Fig. 1: run 1, routed metal per tile
Drawn at 6 px/µm. The die is cut into 11 by 11 equal tiles; black is low, pale yellow is high, scaled to the fullest tile. Values are wire area over tile area, all layers added.
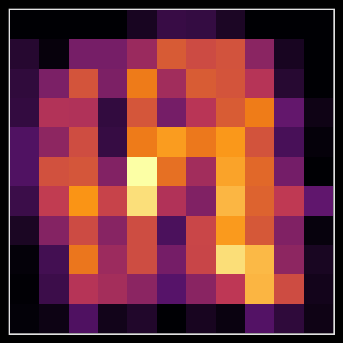
Fig. 2: run 1, the clock network
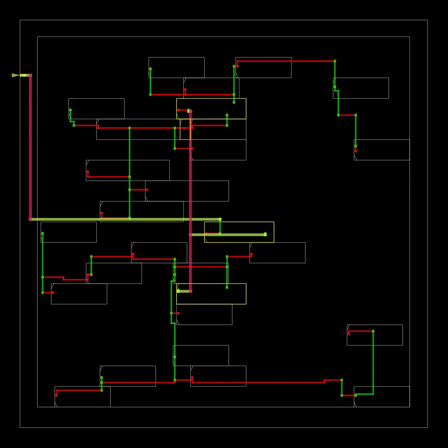
Fig. 3: run 1, signal wires on met3
Drawn at 10 px/µm.
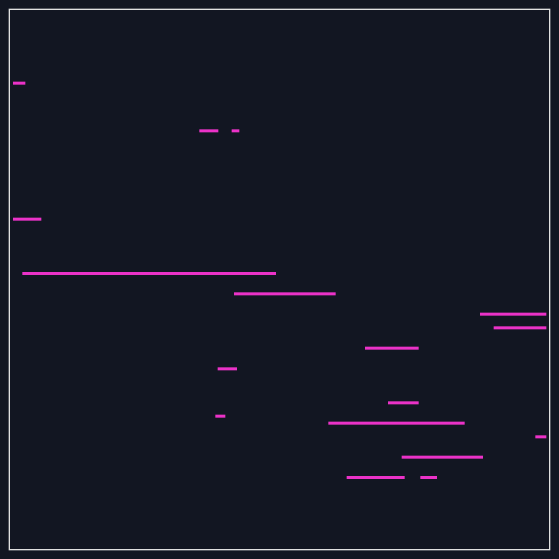
## config.mk

```make
export PLATFORM = sky130hd
export DESIGN_NAME = drink_dispense_ctrl
export DESIGN_NICKNAME = d
export VERILOG_FILES = /design/src/rtl/drink_pkg.sv /design/src/rtl/drink_req_fifo.sv /design/src/rtl/drink_dispense_ctrl.sv
export SDC_FILE = /design/constraint.sdc
export NUM_CORES = 1
export LEC_CHECK = 0
export CAP_MARGIN = 40
export CORE_MARGIN = 2
export CORE_UTILIZATION = 56
export CTS_BUF_LIST = sky130_fd_sc_hd__clkbuf_16
export DETAILED_ROUTE_END_ITERATION = 7
export GPL_TIMING_DRIVEN = 0
export PLACE_DENSITY = 0.78
export RECOVER_POWER = 25
export SYNTH_ARGS = -nofsm -noshare
export SYNTH_HDL_FRONTEND = slang
export SYNTH_SLANG_ARGS = --single-unit
```

## constraint.sdc

```tcl
create_clock -name clk -period 2.7 [get_ports clk]
set_input_delay 0.54 -clock clk [delete_from_list [all_inputs] [get_ports clk]]
set_output_delay 0.54 -clock clk [all_outputs]
set_load 0.01 [all_outputs]
```

## src/rtl/drink_pkg.sv

```systemverilog
// drink_pkg: state encodings, default parameters and constants shared with the drink-status FSM
package drink_pkg;
  typedef enum logic [2:0] {
    IDLE      = 3'd0,
    VEND      = 3'd1,
    WAIT_DROP = 3'd2,
    CHANGE    = 3'd3,
    ERR       = 3'd4
  } state_t;
  localparam int VEND_CYCLES_DEF   = 8;
  localparam int CHANGE_CYCLES_DEF = 4;
  localparam int DROP_TIMEOUT_DEF  = 32;
  localparam int QDEPTH_DEF        = 4;
  localparam logic [4:0] PRICE     = 5'd15;
  localparam logic [4:0] COIN_5    = 5'd5;
  localparam logic [4:0] COIN_10   = 5'd10;
  function automatic int max3(input int a, input int b, input int c);
    return (a > b) ? ((a > c) ? a : c) : ((b > c) ? b : c);
  endfunction
endpackage

```

## src/rtl/drink_req_fifo.sv

```systemverilog
// drink_req_fifo: 1-bit synchronous request FIFO; a push into a full FIFO is accepted only alongside a pop
module drink_req_fifo #(
  parameter int DEPTH = 4
) (
  input  logic                     clk,
  input  logic                     reset,
  input  logic                     push,
  input  logic                     pop,
  input  logic                     din,
  output logic                     dout,
  output logic                     full,
  output logic                     empty,
  output logic [$clog2(DEPTH):0]   count
);
  localparam int AW = $clog2(DEPTH);
  logic [DEPTH-1:0] mem;
  logic [AW-1:0] wp, rp;
  logic do_push, do_pop;
  assign full    = count == (AW+1)'(DEPTH);
  assign empty   = count == '0;
  assign dout    = mem[rp];
  assign do_pop  = pop && !empty;
  assign do_push = push && (!full || do_pop);
  always_ff @(posedge clk) begin
    if (!reset) begin
      wp    <= '0;
      rp    <= '0;
      count <= '0;
    end else begin
      if (do_push) begin
        mem[wp] <= din;
        wp      <= wp + 1'b1;
      end
      if (do_pop) rp <= rp + 1'b1;
      count <= count + (AW+1)'(do_push) - (AW+1)'(do_pop);
    end
  end
endmodule

```

## src/rtl/drink_dispense_ctrl.sv

```systemverilog
// drink_dispense_ctrl: queues vend/change strobes and sequences motor, drop sensor and coin ejector
module drink_dispense_ctrl
  import drink_pkg::*;
#(
  parameter int VEND_CYCLES   = VEND_CYCLES_DEF,
  parameter int CHANGE_CYCLES = CHANGE_CYCLES_DEF,
  parameter int DROP_TIMEOUT  = DROP_TIMEOUT_DEF,
  parameter int QDEPTH        = QDEPTH_DEF
) (
  input  logic                      clk,
  input  logic                      reset,
  input  logic                      out_in,
  input  logic                      cout_in,
  input  logic                      drop_ok,
  output logic                      motor_on,
  output logic                      coin_eject,
  output logic                      busy,
  output logic [$clog2(QDEPTH):0]   pending,
  output logic                      ovf,
  output logic                      err_timeout
);
  localparam int CW = $clog2(max3(VEND_CYCLES, CHANGE_CYCLES, DROP_TIMEOUT) + 1);
  state_t state, state_n;
  logic [CW-1:0] cnt, cnt_n, cnt_inc;
  logic chg, chg_n, motor_n, coin_n, err_n, pop, full, empty, fifo_dout;
  drink_req_fifo #(.DEPTH(QDEPTH)) u_fifo (
    .clk   (clk),
    .reset (reset),
    .push  (out_in),
    .pop   (pop),
    .din   (cout_in),
    .dout  (fifo_dout),
    .full  (full),
    .empty (empty),
    .count (pending)
  );
  assign busy    = (state != IDLE) || !empty;
  assign cnt_inc = cnt + 1'b1;
  always_comb begin
    state_n = state;
    cnt_n   = cnt;
    chg_n   = chg;
    motor_n = motor_on;
    coin_n  = coin_eject;
    err_n   = err_timeout;
    pop     = 1'b0;
    case (state)
      IDLE: if (!empty) begin
        pop     = 1'b1;
        chg_n   = fifo_dout;
        cnt_n   = '0;
        motor_n = 1'b1;
        state_n = VEND;
      end
      VEND: if (cnt == CW'(VEND_CYCLES - 1)) begin
        motor_n = 1'b0;
        cnt_n   = '0;
        state_n = WAIT_DROP;
      end else cnt_n = cnt_inc;
      // drop_ok has priority over the timeout on the same edge
      WAIT_DROP: if (drop_ok) begin
        coin_n  = chg;
        cnt_n   = '0;
        state_n = chg ? CHANGE : IDLE;
      end else if (cnt_inc == CW'(DROP_TIMEOUT)) begin
        err_n   = 1'b1;
        state_n = ERR;
      end else cnt_n = cnt_inc;
      CHANGE: if (cnt == CW'(CHANGE_CYCLES - 1)) begin
        coin_n  = 1'b0;
        state_n = IDLE;
      end else cnt_n = cnt_inc;
      default: begin
        motor_n = 1'b0;
        coin_n  = 1'b0;
      end
    endcase
  end
  always_ff @(posedge clk) begin
    if (!reset) begin
      state       <= IDLE;
      cnt         <= '0;
      chg         <= 1'b0;
      motor_on    <= 1'b0;
      coin_eject  <= 1'b0;
      err_timeout <= 1'b0;
      ovf         <= 1'b0;
    end else begin
      state       <= state_n;
      cnt         <= cnt_n;
      chg         <= chg_n;
      motor_on    <= motor_n;
      coin_eject  <= coin_n;
      err_timeout <= err_n;
      ovf         <= ovf | (out_in & full & ~pop);
    end
  end
endmodule

```

==> impl_metrics.json, run 1 <==
{
  "final_core_util": 0.686,
  "hold_class": "reg2reg",
  "grt_max_degree": 14,
  "setup_ws_ps": 202,
  "ys_seq_frac": 0.388,
  "drv_cap": 0,
  "dp_hpwl_um": 2090,
  "nets": 190,
  "fin_area_um2": 1650,
  "avgSynthCellArea_um2": 8.77,
  "critPathKind": "reg2reg",
  "die_area_um2": 2900,
  "fill_cells": 190,
  "synth_top_cell_by_area": "dfxtp_1",
  "hold_viol": 0,
  "tool_warnings": 30,
  "startpoint": "state[0]",
  "drc_errors": 0,
  "reg2reg_to": "u_fifo.count[2]",
  "status": "complete, no violations",
  "antenna_found_initial": 0
}
Notes on Fig. 1 above:
tiles over half the peak = 34%
mean over tiles = 0.17
fullest tile = 0.46
densest ninth of the die = centre
nearly empty tiles = 13%
DR vias: 1,213
Tot GR Track Use: 0.242
final WL: 3060 µm

Notes on Fig. 2 above:
clock buffer count from CTS: 3
Final Skew: 4.48 ps

Notes on Fig. 3 above:
share of all routed wire = 3.0%
main direction = horizontal
longest straight run = 25.1 µm
met3 GRT Util: 0.0361

==> run 1: flip-flops by register name, indices dropped and copies added, names as in the netlist <==
register and flops:
cnt 6, u_fifo.mem 4, state 3, u_fifo.count 3
u_fifo.rp 2, u_fifo.wp 2, chg 1, coin_eject 1
err_timeout 1, motor_on 1, ovf 1
==> run 1: layout make-up <==
type                            instances  area [µm²]  area share
Buffer                                  8        37.5      0.0227
Sequential cell                        25         541       0.327
Timing Repair Buffer                   12         120      0.0727
Inverter                               11        41.3      0.0250
Clock buffer                            3        75.1      0.0454
Clock inverter                          1        3.75     0.00227
Tap cell                               30        37.5      0.0227
Multi-Input combinational cell        115         797       0.482
==> run 1: cell families (layout without fill, tap and decap cells) <==
family,after synthesis,in the layout,share of synthesized area
and+or+nand+nor,65,65,0.240
AOI/OAI and AO/OA,33,33,0.167
DFF,25,25,0.388
buffers and inverters,19,35,0.0592
adders and majority gates,9,9,0.0862
xor gates and xnor gates,7,7,0.0440
muxes,1,1,0.0162
==> run 1: critical path, stage by stage, from the launching register on <==
cell      delay (ps)
dfxtp_1          350
clkbuf_1         230
or3_4            420
nor2_4           150
ha_1             250
inv_1             50
ha_1             130
inv_1             50
fa_1             370
xor2_1           190
xnor2_1          140
nor2_1            50
==> run 1: timing repair <==
item | in CTS | in global routing
gates resized | 0 | 5
buffers inserted | 0 | 0
setup endpoints to repair | 0 | 1
==> run 1: layer usage <==
layer	track usage	routed length, µm
met1	0.295	1340
met2	0.415	1550
met3	0.0361	90
met4	0.111	71
met5	0	0
==> run 1: power by group <==
| part | total [mW] | internal (mW) | switching, mW |
|---|---|---|---|
| Combinational | 0.668 | 0.305 | 0.364 |
| Clock | 0.326 | 0.198 | 0.128 |
| Sequential | 0.530 | 0.451 | 0.0789 |
--- run 2 (diff from run 1) ---
SKIP_LAST_GASP = 1   (was unset)
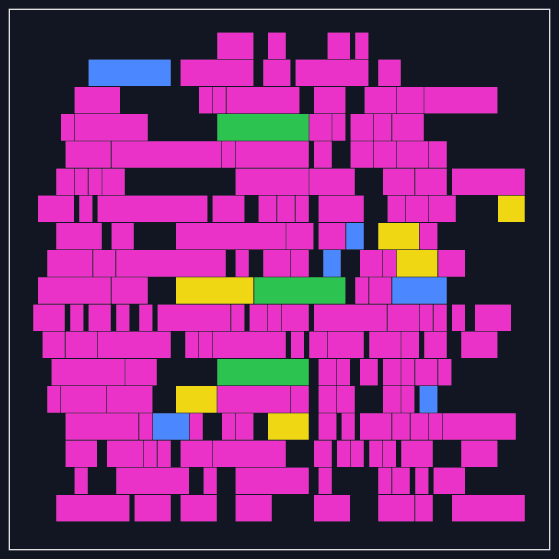
Fig. 4. Sizing map (run 2).
Drawn at 10 px/µm.
green -> _6 and larger  # cells 3, share 1.7%, most used clkbuf_16
magenta -> _0 and _1 cells  # cells 160, share 91%, most used nor2_1
yellow -> _3 and _4 cells  # cells 6, share 3.4%
blue -> _2 cells  # cells 6, share 3.4%, most used buf_2
P&R area growth vs syn: 18.6%
final worst setup slack: 202 ps
final instance area: 1650 µm²
number of non-clock buffers: 20

==> run 2 against run 1 <==
Effect of this change: total power is the same; highest routed layer unchanged; critical path type unchanged; sequential share of layout area is the same; sequential power is essentially flat; die area is the same; first-iteration DRC count is the same.
==> impl_metrics.json, run 2 <==
{
  "status": "complete, no violations",
  "grt_max_degree": 14,
  "avgSynthCellArea_um2": 8.77,
  "drc_errors": 0,
  "antenna_found_initial": 0,
  "diodes": 0,
  "worst-path-buf-inv": 3,
  "overflow": 0,
  "via_count": 1213,
  "critPathTopFamily": "adder cells",
  "top_regs": "cnt x6, u_fifo.mem x4",
  "track_usage": 0.242,
  "cts_resized": 0,
  "critPathMaxStageDelay_ps": 420,
  "fin_skew_ps": 4.48,
  "postCtsSetupBuffers": 0,
  "vdd_drop_max_mv": 0.824,
  "wirelength_um": 3060,
  "tool_warnings": 30,
  "rows": 18,
  "hold_viol": 0,
  "cts_tree": "yes",
  "drv_cap": 0,
  "fp.coreArea_um2": 2410,
  "nets": 190,
  "ys_seq_frac": 0.388,
  "synth_top_cell_by_area": "dfxtp_1",
  "dp_hpwl_um": 2090,
  "hold_class": "reg2reg",
  "largest_reg_flops": 6,
  "cts_buffer_depth": 2,
  "die_area_um2": 2900,
  "dr.pass1.iters": 4,
  "clk-insertion-delay-late_ps": 260,
  "critPathSlowestCell": "or3_4"
}
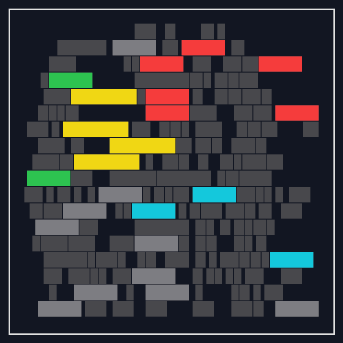
Fig. 5. Where the registers sit (run 2).
Drawn at 6 px/µm. Other sequential cells in the stronger grey, the rest of the logic in the fainter grey.
red -> cnt  # sequential cells 6, where top centre
green -> u_fifo.wp  # sequential cells 2
cyan -> state  # sequential cells 3
yellow -> u_fifo.mem  # sequential cells 4
not coloured = 10
fraction of area in registers: 0.327
Register Area: 541 µm²
P_seq: 0.530 mW
core occupancy in the finished layout: 0.686

-- run 2: power by group --
part           total (mW)  leakage (nW)  internal (mW)  switching [mW]
sequential          0.530         0.208          0.451          0.0789
clock               0.326        0.0423          0.198           0.128
combinational       0.668         0.403          0.305           0.364
-- run 2: cell type report --
type	count	area [µm²]
fillers	190	757
inverters	11	41.3
flip-flops and latches	25	541
plain buffers	8	37.5
multi-input cells	115	797
well taps	30	37.5
clock buffers	3	75.1
repair buffers	12	120
clock inverters	1	3.75
-- run 2: routing by layer --
| metal | GRT usage | up-vias | routed length, µm |
|---|---|---|---|
| met5 | 0 | - | 0 |
| met4 | 0.111 | 0 | 71 |
| met3 | 0.0361 | 7 | 90 |
| met2 | 0.415 | 23 | 1550 |
| met1 | 0.295 | 583 | 1340 |
| li1 | - | 600 | - |
-- run 2: cells by family after synthesis --
| kind of cell | synth area share |
|---|---|
| simple gates | 0.240 |
| compound gates | 0.167 |
| flops | 0.388 |
| buf+inv | 0.0592 |
| fa+ha+maj | 0.0862 |
| xor+xnor | 0.0440 |
| mux | 0.0162 |
-- run 2: final timing paths --
path                     from              end  slack [ps]  cells after the start
setup / recovery     state[0]  u_fifo.count[2]         200                     11
hold / removal    err_timeout      err_timeout         480                      2
setup reg to reg     state[0]  u_fifo.count[2]         200                     11
hold reg to reg   err_timeout      err_timeout         480                      2
-- run 2: stage by stage --
| stage | cell area (µm²) | hold WS (ps) | cells | worst slack [ps] |
|---|---|---|---|---|
| global route | 1650 | 498 | 205 | 9.14 |
| global placement | 1550 | 454 | 201 | 80.8 |
| finish | 1650 | 475 | 205 | 202 |
| CTS | 1630 | 478 | 205 | 13.9 |
| floorplan | 1390 | 467 | 159 | 295 |
| detailed placement | 1550 | 465 | 201 | 26.9 |
No activity file was given, so power comes from the tool's default toggle rates.
